Figure 1. Clock wires, drivers and flops.
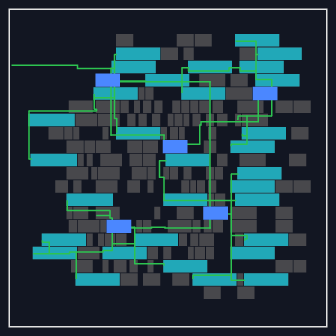
Figure 2. Drive-strength map.
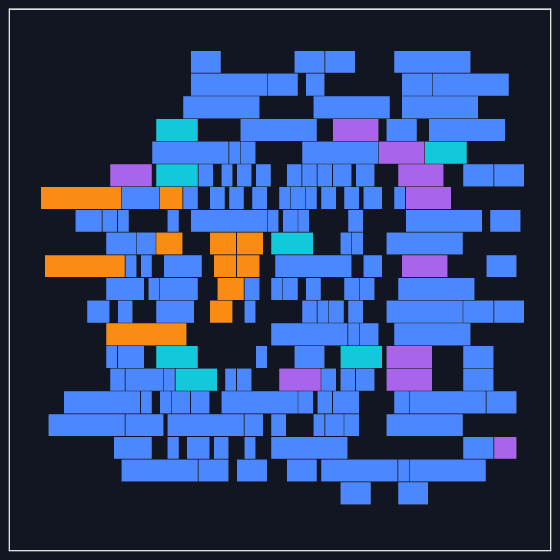
<file path="src/rtl/sar_pkg.sv">
// Shared types and constants for the successive-approximation search controller.
package sar_pkg;

    typedef enum logic [1:0] {
        IDLE = 2'd0,
        TEST = 2'd1,
        WAIT = 2'd2,
        FIN  = 2'd3
    } sar_state_t;

    localparam int SAR_WIDTH = 8;
    localparam int SAR_PTR_W = $clog2(SAR_WIDTH);

    // Pointer width for a given operand width, never narrower than one bit.
    function automatic int ptr_width(input int width);
        return (width > 1) ? $clog2(width) : 1;
    endfunction

endpackage

</file>
<file path="src/rtl/sar_bitptr.sv">
// Bit pointer for the search: counts down from the MSB index toward bit 0
// and decodes the current position into a one-hot mask.
module sar_bitptr
    import sar_pkg::*;
#(
    parameter int WIDTH = SAR_WIDTH
) (
    input  logic             clk,
    input  logic             rst_n,
    input  logic             load,
    input  logic             dec,
    output logic [WIDTH-1:0] mask,
    output logic             last
);

    localparam int            PW    = ptr_width(WIDTH);
    localparam logic [PW-1:0] K_TOP = PW'(WIDTH - 1);

    logic [PW-1:0] k;

    // Reload to the MSB between searches, step down one bit per tested bit.
    always_ff @(posedge clk or negedge rst_n) begin
        if (!rst_n) begin
            k <= K_TOP;
        end else if (load) begin
            k <= K_TOP;
        end else if (dec && (k != '0)) begin
            k <= k - PW'(1);
        end
    end

    assign mask = WIDTH'(1) << k;
    assign last = (k == '0);

endmodule

</file>
<file path="src/rtl/sar_search.sv">
// Successive-approximation controller driving the threshold of an external
// unsigned >= comparator and binary-searching the largest TRIAL it accepts.
// Optional macro SAR_GE_PIPE_EN: the comparator result is registered
// externally, so each bit gets a WAIT cycle before GE is sampled in TEST.
module sar_search
    import sar_pkg::*;
#(
    parameter int WIDTH = SAR_WIDTH
) (
    input  logic             CLK,
    input  logic             ASYNCRESETN,
    input  logic             START,
    input  logic             GE,
    output logic [WIDTH-1:0] TRIAL,
    output logic             BUSY,
    output logic             DONE,
    output logic [WIDTH-1:0] RESULT
);

    localparam logic [WIDTH-1:0] MSB_BIT = WIDTH'(1) << (WIDTH - 1);

    sar_state_t       state;
    logic [WIDTH-1:0] acc;
    logic [WIDTH-1:0] acc_next;
    logic [WIDTH-1:0] mask;
    logic             last;
    logic             ptr_load;
    logic             ptr_dec;

    assign ptr_load = (state == IDLE) || (state == FIN);
    assign ptr_dec  = (state == TEST);

    sar_bitptr #(
        .WIDTH (WIDTH)
    ) u_bitptr (
        .clk   (CLK),
        .rst_n (ASYNCRESETN),
        .load  (ptr_load),
        .dec   (ptr_dec),
        .mask  (mask),
        .last  (last)
    );

    assign acc_next = GE ? (acc | mask) : acc;

    // Search sequencer: every output is registered so TRIAL is stable for the whole cycle.
    always_ff @(posedge CLK or negedge ASYNCRESETN) begin
        if (!ASYNCRESETN) begin
            state  <= IDLE;
            acc    <= '0;
            TRIAL  <= '0;
            BUSY   <= 1'b0;
            DONE   <= 1'b0;
            RESULT <= '0;
        end else begin
            DONE <= 1'b0;
            case (state)
                IDLE: begin
                    TRIAL <= '0;
                    BUSY  <= 1'b0;
                    if (START) begin
                        acc    <= '0;
                        RESULT <= '0;
                        TRIAL  <= MSB_BIT;
                        BUSY   <= 1'b1;
`ifdef SAR_GE_PIPE_EN
                        state  <= WAIT;
`else
                        state  <= TEST;
`endif
                    end
                end
`ifdef SAR_GE_PIPE_EN
                WAIT: begin
                    state <= TEST;
                end
`endif
                TEST: begin
                    acc <= acc_next;
                    if (last) begin
                        TRIAL  <= '0;
                        BUSY   <= 1'b0;
                        DONE   <= 1'b1;
                        RESULT <= acc_next;
                        state  <= FIN;
                    end else begin
                        TRIAL <= acc_next | (mask >> 1);
`ifdef SAR_GE_PIPE_EN
                        state <= WAIT;
`else
                        state <= TEST;
`endif
                    end
                end
                FIN: begin
                    TRIAL <= '0;
                    state <= IDLE;
                end
                default: begin
                    TRIAL <= '0;
                    BUSY  <= 1'b0;
                    state <= IDLE;
                end
            endcase
        end
    end

endmodule

</file>
<file path="config.mk">
export PLATFORM = sky130hd
export DESIGN_NAME = sar_search
export DESIGN_NICKNAME = d
export VERILOG_FILES = /design/src/rtl/sar_pkg.sv /design/src/rtl/sar_bitptr.sv /design/src/rtl/sar_search.sv
export SDC_FILE = /design/constraint.sdc
export NUM_CORES = 1
export LEC_CHECK = 0
export CAP_MARGIN = 15
export CORE_MARGIN = 3
export CORE_UTILIZATION = 45
export CTS_BUF_LIST = sky130_fd_sc_hd__clkbuf_8
export CTS_CLUSTER_SIZE = 25
export DETAILED_ROUTE_END_ITERATION = 8
export GPL_TIMING_DRIVEN = 1
export PLACE_DENSITY = 0.68
export SYNTH_ARGS = -nofsm -noshare
export SYNTH_HDL_FRONTEND = slang
export SYNTH_HIERARCHICAL = 1
export SYNTH_SLANG_ARGS = --single-unit
export TNS_END_PERCENT = 20
</file>
<file path="constraint.sdc">
create_clock -name CLK -period 4.6 [get_ports CLK]
set_clock_uncertainty 0.15 [all_clocks]
set_input_delay 0.46 -clock CLK [delete_from_list [all_inputs] [get_ports CLK]]
set_output_delay 0.46 -clock CLK [all_outputs]
set_load 0.01 [all_outputs]
</file>
==> flow_summary.toml <==
# physical design summary
[synth]
syn_area_per_cell_um2 = 10.7
synth_cell_type_count = 30
syn-num-nets = 157
yosysWarnings = 6
yosys_area_um2 = 1550
top_cells_by_area = "dfrtp_1 (45%), mux2_4 (6.8%), ha_1 (6.5%), o21ai_0 (5.8%), a21oi_1 (5.5%)"
ys_ff = 31
ys_cells = 145
synthCells = 145
ys_seq_share_pct = 50.3
synth_top_area_share_pct = 45.2
syn-cell-area_um2 = 1550
top_area_cell = "dfrtp_1"

[floorplanning]
ios = 22
row_count = 20
coreArea_um2 = 3180
die_y_um = 64.7
die_x_um = 64.7
fp_util_pct = 48.8
die_area_um2 = 4190

[drt]
wl_met3_um = 125
firstDrtPassIters = 4
routed_wl_um = 2800
highest_layer = "met4"
drt_iter0_markers = 33
drc = 0
wire_per_inst_um = 13.2
dr_wl_met2_um = 1270
ant_nets = 0
vias = 1075
wl_met1_um = 1360
viasPerCell = 5.07

[critical_path]
start_kind = "flip-flop"
rr_worst_depth = 4
crit_required_ps = 4620
crit_path_end = "RESULT[5]"
criticalPathCategory = "reg -> reg"
cp.arrival_ps = 2470
cp-end-kind = "flip-flop"
rr_startpoint = "state[1]"
reg2reg_to = "RESULT[5]"
reg2reg_slack_ps = 2150
startpoint = "state[1]"
crit_fanout = 33

[final_timing]
worst_pin_slew_ps = 1010
finalCriticalPeriod_ps = 2450
setup_tns_ps = 0
drv_slew = 0
setup_viol = 0
hold_viol = 0
maxSlewHeadroom_pct = 32.4
fmax_ghz = 0.408
finalCritPeriodShare_pct = 53.3
rsz0062_at_grt = "false"

[clock_network]
clockBufferDepth = 2
path_clk_slew_ps = 60
cts_tree = "built"
htreeDepth = 2
postCtsSetupBuffers = 0
cts_resized = 0
worstSkewPairLatency_ps = 280
cts_hold_buffers = 0
root_buffer = "clkbuf_8"
numCtsBuffers = 5
cts_sinks = 31

[finish]
fillCellCount = 293
drive_gt1_share_pct = 16.7
logic_area_um2 = 659
flop_area_um2 = 779
nNetsFinal = 179
instances_no_fill = 212
diodes = 0

[global_routing]
grt_pass1_vias = 1009
grt_pass1_wl_um = 4830
met2_usage_pct = 23.6
top_usage_layer = "met2"
globalRouteTotalUtil_pct = 15.4
use_met1_pct = 19.4
antenna_found_initial = 0
grt_max_degree = 34
grtUsageMet3_pct = 6.41
globalRouteOverflowTotal = 0

[run]
cap_viol_max_count = 0
tool_warnings = 32

[place]
dp_hpwl_um = 1990
port_buffers = 21
placed_cells = 204
gp_congestion = 0.778

[power]
fin_total_pwr_uw = 1380
ir_drop_mv = 0.305
powerDensity_nw_per_um2 = 739
leakagePower_uw = 0.000843

[outcome]
status = "finished, final reports clean"

[worst_hold_path]
hold_path.class = "reg -> reg"
## Picture notes: Figure 1
cells driving clock nets: shown in blue, count 5. flip-flops: shown in cyan, count 31. clock wires: shown in green, length 407 µm.
There are 6 routed clock nets. Position of the flops: spread over the die.
clock share of power: 16.7%
clk pwr: 231 µW

## Picture notes: Figure 2
drive 2: shown in orange, cells 11, most used and2_2. drive 3 to 4: shown in purple, cells 10, most used mux2_4. drive 1 or less: shown in blue, cells 140, most used dfrtp_1. drive 6 and up: shown in cyan, cells 7, most used clkbuf_8.
cell area after layout: 1870 µm²
final worst slack: 2150 ps
Area Growth Syn to Fin: 20.5%
bufs w/o clock: 22

-- how the worst min path moves through the flow --
stage                            from     end  cells past startpoint
after floorplan           ASYNCRESETN    BUSY                      0
after global placement           BUSY    BUSY                      2
after detailed placement       acc[1]  acc[1]                      2
after CTS                        BUSY    BUSY                      2
after global routing           acc[2]  acc[2]                      2
final                            BUSY    BUSY                      2
-- critical path: stages, from the launching register on --
cell and delay (ps):
dfrtp_1 380, inv_1 90, ha_1 830, o211a_1 540, mux2_4 340
-- state kept, by name, indices dropped and copies added (netlist names) --
name,flops
TRIAL,8
RESULT,8
BUSY,1
u_bitptr/k,3
state,2
acc,8
DONE,1
-- report_power, final --
| part | switching [µW] | internal (µW) |
|---|---|---|
| clock | 96.8 | 134 |
| sequential | 67.4 | 412 |
| combinational | 317 | 353 |
| total | 481 | 900 |
-- cells in the final DEF, fill, tap and decap left out --
| cell type | count |
|---|---|
| a211o_1 | 1 |
| a21oi_1 | 17 |
| a21oi_2 | 1 |
| a311o_1 | 1 |
| a31oi_1 | 1 |
| and2_1 | 1 |
| and2_2 | 4 |
| and2b_2 | 3 |
| and3_1 | 1 |
| buf_4 | 1 |
| clkbuf_8 | 7 |
| clkdlybuf4s50_1 | 21 |
| dfrtp_1 | 28 |
| dfstp_2 | 3 |
| ha_1 | 8 |
| inv_1 | 16 |
| mux2_4 | 7 |
| nand2_1 | 11 |
| nand2b_1 | 1 |
| nand2b_4 | 2 |
| nand4b_1 | 1 |
| nor2_1 | 1 |
| nor2b_1 | 8 |
| nor3_1 | 1 |
| o211a_1 | 1 |
| o21ai_0 | 18 |
| o21bai_1 | 1 |
| o22a_1 | 1 |
| o31ai_1 | 1 |
-- logic make-up (layout without fill, tap and decap cells) --
kind of cell	after synthesis	count (layout)	synth area share, %
adder cells (fa/ha/maj)	8	8	6.46
buffers and inverters	22	45	7.18
AND/OR/NAND/NOR	34	34	13.6
multiplexers	7	7	6.78
flip-flops	31	31	50.3
AND-OR/OR-AND	43	43	15.7
-- cell type report --
type                            instances  area share, %
Tap cell                               44           2.95
Multi-Input combinational cell         92           35.3
Inverter                               15           3.01
Clock inverter                          1          0.201
Clock buffer                            7           5.16
Timing Repair Buffer                   22           11.7
Sequential cell                        31           41.7
-- synthesized netlist by cell type --
master and number:
dfrtp_1 28, o21ai_0 18, a21oi_1 17, inv_1 15
nand2_1 11, ha_1 8, nor2b_1 8, mux2_4 7
and2_2 4, and2b_2 3, buf_6 3, dfstp_2 3
buf_2 2, nand2b_4 2, a211o_1 1, a21oi_2 1
a311o_1 1, a31oi_1 1, and2_1 1, and3_1 1
buf_4 1, clkbuf_1 1, nand2b_1 1, nand4b_1 1
nor2_1 1, nor3_1 1, o211a_1 1, o21bai_1 1
o22a_1 1, o31ai_1 1
-- metrics by stage --
step	hold slack, ps	setup WS (ps)	cell area [µm²]	utilization [%]
final	360	2150	1870	58.8
after global routing	389	1960	1870	58.8
after CTS	363	2150	1870	58.8
after detailed placement	351	2160	1770	55.6
after global placement	342	2250	1770	55.6
after floorplan	14.4	2520	1550	-
Power figures rest on the tool's default switching activity, not on a simulated workload.
